**Metal 1**

Drawn at 4 px/micron. Supply wires on this layer in grey.
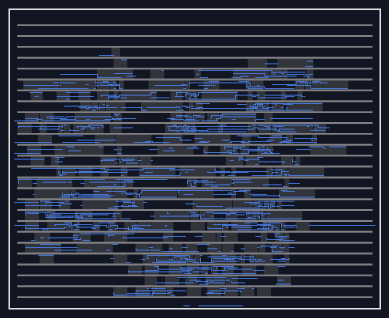
**Metal 2**

Drawn at 4 px/micron.
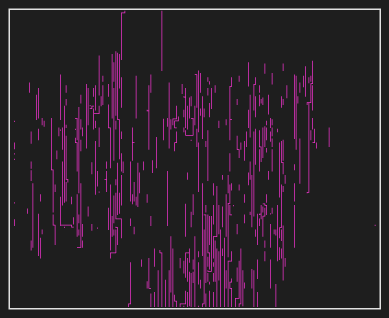
**The metal 3 layer**

Drawn at 6 px/micron.
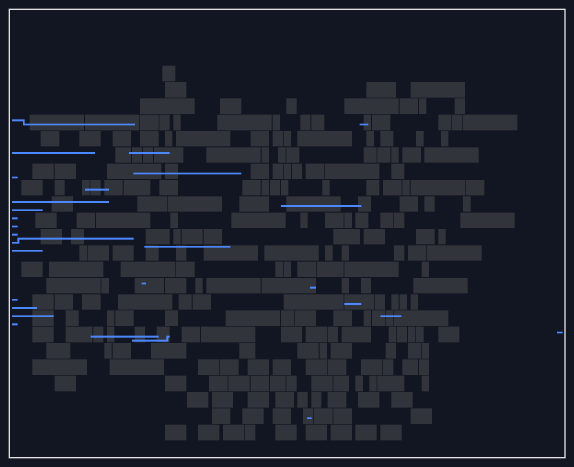
**Clock wires, drivers and flops**

Drawn at 3 px/micron.
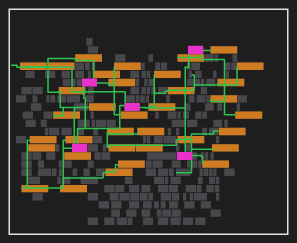
**Routing congestion map**

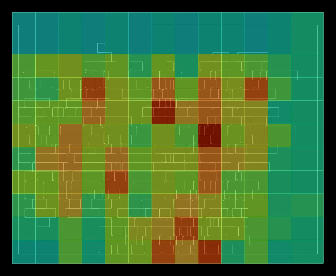
File: config.mk
export PLATFORM = sky130hd
export DESIGN_NAME = pipe_hazard_ctrl
export DESIGN_NICKNAME = d
export VERILOG_FILES = /design/src/rtl/pipe_ctrl_pkg.sv /design/src/rtl/load_use_detect.sv /design/src/rtl/pipe_hazard_ctrl.sv
export SDC_FILE = /design/constraint.sdc
export NUM_CORES = 1
export LEC_CHECK = 0
export ABC_CLOCK_PERIOD_IN_PS = 3900
export CORE_ASPECT_RATIO = 0.8
export CORE_MARGIN = 1.5
export CORE_UTILIZATION = 30
export CTS_CLUSTER_SIZE = 24
export DETAILED_ROUTE_END_ITERATION = 8
export RECOVER_POWER = 25
export SETUP_SLACK_MARGIN = 0.4
export SLEW_MARGIN = 40
export SYNTH_ARGS = -nofsm -noshare
export SYNTH_HDL_FRONTEND = slang
export SYNTH_HIERARCHICAL = 1
export SYNTH_SLANG_ARGS = --single-unit
File: constraint.sdc
create_clock -name clk -period 3.9 [get_ports clk]
set_input_delay 0.78 -clock clk [delete_from_list [all_inputs] [get_ports clk]]
set_output_delay 0.78 -clock clk [all_outputs]
set_load 0.01 [all_outputs]
File: src/rtl/pipe_ctrl_pkg.sv
// pipe_ctrl_pkg: shared types and constants for the pipeline hazard controller
package pipe_ctrl_pkg;
  typedef enum logic [1:0] {RUN, WAIT, ERR} state_t;
  localparam logic [4:0] REG_ZERO = 5'd0;
  localparam logic [31:0] NOP = 32'h0000_0000;
endpackage

File: src/rtl/load_use_detect.sv
// load_use_detect: flags a load in ID_EX whose destination feeds the instruction in IF_ID
module load_use_detect
  import pipe_ctrl_pkg::*;
(
  input  logic       i_memread,
  input  logic [4:0] i_ex_rt,
  input  logic [4:0] i_rs,
  input  logic [4:0] i_rt,
  output logic       o_hazard
);
  assign o_hazard = i_memread && (i_ex_rt != REG_ZERO) && (i_ex_rt == i_rs || i_ex_rt == i_rt);
endmodule

File: src/rtl/pipe_hazard_ctrl.sv
// pipe_hazard_ctrl: pipeline stall/flush controller with data-memory handshake sequencing
module pipe_hazard_ctrl
  import pipe_ctrl_pkg::*;
#(
  parameter int TIMEOUT = 64,
  parameter int CNT_W   = 16
) (
  input  logic             clk,
  input  logic             rst_i,
  input  logic [4:0]       if_id_rs_i,
  input  logic [4:0]       if_id_rt_i,
  input  logic             id_ex_memread_i,
  input  logic [4:0]       id_ex_rt_i,
  input  logic             branch_taken_i,
  input  logic             ex_mem_memread_i,
  input  logic             ex_mem_memwrite_i,
  input  logic             dmem_ack_i,
  output logic             dmem_req_o,
  output logic             pc_stall_o,
  output logic             if_id_stall_o,
  output logic             if_id_flush_o,
  output logic             id_ex_flush_o,
  output logic             ex_mem_stall_o,
  output logic             mem_wb_stall_o,
  output logic [CNT_W-1:0] perf_stall_cnt_o,
  output logic             err_o
);
  state_t           r_state, w_next;
  logic [CNT_W-1:0] r_wait, r_cnt;
  logic             r_err;
  logic             w_memop, w_hazard, w_mem_stall, w_req, w_run_ok, w_lu;

  assign w_memop = ex_mem_memread_i | ex_mem_memwrite_i;

  load_use_detect u_lud (
    .i_memread (id_ex_memread_i),
    .i_ex_rt   (id_ex_rt_i),
    .i_rs      (if_id_rs_i),
    .i_rt      (if_id_rt_i),
    .o_hazard  (w_hazard)
  );

  // next state and memory-stall decision; a same-cycle ack releases the freeze
  always_comb begin
    w_next      = r_state;
    w_mem_stall = 1'b0;
    w_req       = 1'b0;
    case (r_state)
      RUN: begin
        w_req       = w_memop;
        w_mem_stall = w_memop && !dmem_ack_i;
        w_next      = (w_memop && !dmem_ack_i) ? WAIT : RUN;
      end
      WAIT: begin
        w_req       = 1'b1;
        w_mem_stall = !dmem_ack_i;
        w_next      = dmem_ack_i ? RUN : (r_wait == CNT_W'(TIMEOUT)) ? ERR : WAIT;
      end
      ERR: w_mem_stall = 1'b1;
      default: w_next = RUN;
    endcase
  end

  // stall/flush outputs, all forced low while reset is held
  always_comb begin
    w_run_ok       = !rst_i && r_state == RUN && !w_mem_stall;
    w_lu           = w_run_ok && w_hazard;
    dmem_req_o     = !rst_i && w_req;
    pc_stall_o     = (!rst_i && w_mem_stall) || w_lu;
    if_id_stall_o  = (!rst_i && w_mem_stall) || w_lu;
    id_ex_flush_o  = w_lu;
    if_id_flush_o  = w_run_ok && !w_hazard && branch_taken_i;
    ex_mem_stall_o = !rst_i && w_mem_stall;
    mem_wb_stall_o = !rst_i && w_mem_stall;
  end

  // state, wait counter, sticky error and saturating stall counter
  always_ff @(posedge clk or posedge rst_i) begin
    if (rst_i) begin
      r_state <= RUN;
      r_wait  <= '0;
      r_cnt   <= '0;
      r_err   <= 1'b0;
    end else begin
      r_state <= w_next;
      r_wait  <= (w_next == WAIT) ? ((r_state == WAIT) ? r_wait + CNT_W'(1) : CNT_W'(1)) : '0;
      r_err   <= r_err || w_next == ERR;
      r_cnt   <= (pc_stall_o && r_cnt != '1) ? r_cnt + CNT_W'(1) : r_cnt;
    end
  end

  assign perf_stall_cnt_o = r_cnt;
  assign err_o            = r_err;
endmodule

==> results.yml <==
# yosys + openroad results
timing:
  slew_headroom_pct: -26.64
  max_freq_mhz: 287.7
  finalMaxSlewViolations: 36
  finClkSkew_ps: 5.183
  setup_viol: 0
  timing.hold.ws_ps: 467.5
  layout_setup_ws_ps: 423.6
  setup_tns_ps: 0
worst_setup_path:
  crit_end: "if_id_stall_o"
  reg2reg_to: "perf_stall_cnt_o[1]$_DFFE_PP0P_"
  r2r_slack_ps: 1920
  critPathBufInv: 2
  cp.depth: 8
  arrival_ps: 2700
  end_kind: "primary output"
  crit_fanout: 3
  crit_path_start: "id_ex_rt_i[0]"
  slowest_stage: "clkdlybuf4s50_1"
  ff2ff_path_depth: 4
  startpoint_type: "primary input"
  crit_type: "primary input to primary output"
  max_stage_delay_ps: 470
  cp_top_family: "buffers and inverters"
clocking:
  cts-resized-gates: 3
  root_buffer: "clkbuf_8"
  htree_levels: 2
  cts_tree: "yes"
  clkLatencyLatePin_ps: 290
  clk_pin_slew_ps: 70
  cts_setup_buffers: 0
yosys:
  ys_cells: 196
  synth-edff-count: 0
  yosys-stat-area_sq_um: 1917
  synthTopLogicFamily: "simple AND/OR/NAND/NOR gates"
  top_area_cell: "dfrtp_1"
  synthCells: 196
  synthArstFlopShare_pct: 100.0
  aoi_share_pct: 5.418
  yosys-top-cells-count: "35 x dfrtp_1, 24 x nor2_1, 23 x xor2_1"
  synth_top_area_share_pct: 45.69
  most_common_cell: "dfrtp_1"
  yosys.area_share.adder_pct: 1.958
  mux_share_pct: 0.5875
  ys_sh_simple_pct: 24.67
  ys_seq_share_pct: 45.69
  synth-main-ff-cell: "dfrtp_1"
  syn_area_per_cell_sq_um: 9.780
  floorplan.nets: 221
  ys_sh_xor_pct: 16.91
  ys_seq_elements: 35
place:
  hpwl_microns: 2983
  numPortBuffers: 45
  place_inst: 318
routing:
  via_per_inst: 4.709
  drc: 0
  route.met2.wl_microns: 1936
  routed.top_layer: "met4"
  wl_met3_microns: 176
  first_pass_iters: 4
  ant_nets: 0
  m1WireLength_microns: 2170
  drt_iter0_drc: 67
die:
  dieArea_sq_um: 6881
  n_tap_cell: 81
  fp.coreArea_sq_um: 6037
  fp-utilization_pct: 31.75
  rows: 25
  ios: 46
global_route:
  first_global_vias: 1559
  overflow: 0
  antenna_found_initial: 0
  grt_max_degree: 36
final_layout:
  logic_area_sq_um: 958.4
  stdcell_count: 327
  design_area_sq_um: 2546
  layout.cells.most_common: "clkdlybuf4s50_1"
  nonClockInverterCount: 12
  flop-count: 35
  comb-cell-share_pct: 37.64
  diodes: 0
  clkbuf_count: 8
  final_cell_mix: "40 x clkdlybuf4s50_1, 35 x dfrtp_1, 24 x nor2_1, 23 x xor2_1, 14 x xnor2_1"
  multiInputCombCellCount: 143
  bufAreaShareNonClock_pct: 18.28
  nNetsFinal: 270
  fill_cells: 596
  drive_gt1_share_pct: 8.130
  sh_seq_area_pct: 34.40
flow_run:
  max-cap-violations: 1
  warnings: 28
power_and_ir_drop:
  power_density_nw_per_um2: 388.7
  p_seq_share_pct: 46.5
  p_clk_mw: 0.297
  maxPowerGroup: "sequential cells"
  p_comb_share_pct: 23.5
  p_switching_mw: 0.3014
  ir_drop_mv: 0.3087
  pg_comb_mw: 0.232
  p_seq_mw: 0.460
  leakagePower_nw: 1.063
outcome:
  status: "finished with violations"
  violations: "max-capacitance violations, max-slew violations"
min_path:
  whs_path_depth: 1
  worstHoldStart: "err_o$_DFF_PP0_"
  hold_path.class: "register to register"
## Picture notes: 'metal 1'
nets with wire on the layer: 241
longest straight run: 22.5 microns
main direction: horizontal
share of all routed wire: 50%
drt total wl: 4349 microns
met1 GRT Util: 18.79%
Via Count: 1540

## Picture notes: 'metal 2'
share of all routed wire: 45%
wire length on this layer: 1940 microns
nets with wire on the layer: 223
main direction: vertical
longest straight run: 24.1 microns
met2 usage: 21.65%

## Picture notes: 'the metal 3 layer'
share of all routed wire: 4.1%
longest straight run: 19.1 microns
wire length on this layer: 177 microns
met3 usage: 3.783%

## Picture notes: 'clock wires, drivers and flops'
[flip-flops] orange | count: 35
[cells driving clock nets] magenta | count: 5
[clock wires] green | length: 541 microns
routed clock nets: 6

## Picture notes: 'routing congestion map'
post-layout util: 42.18%
busiest layer in global routing: met2
drt wl/cell: 13.30 microns
total track usage: 13.95%

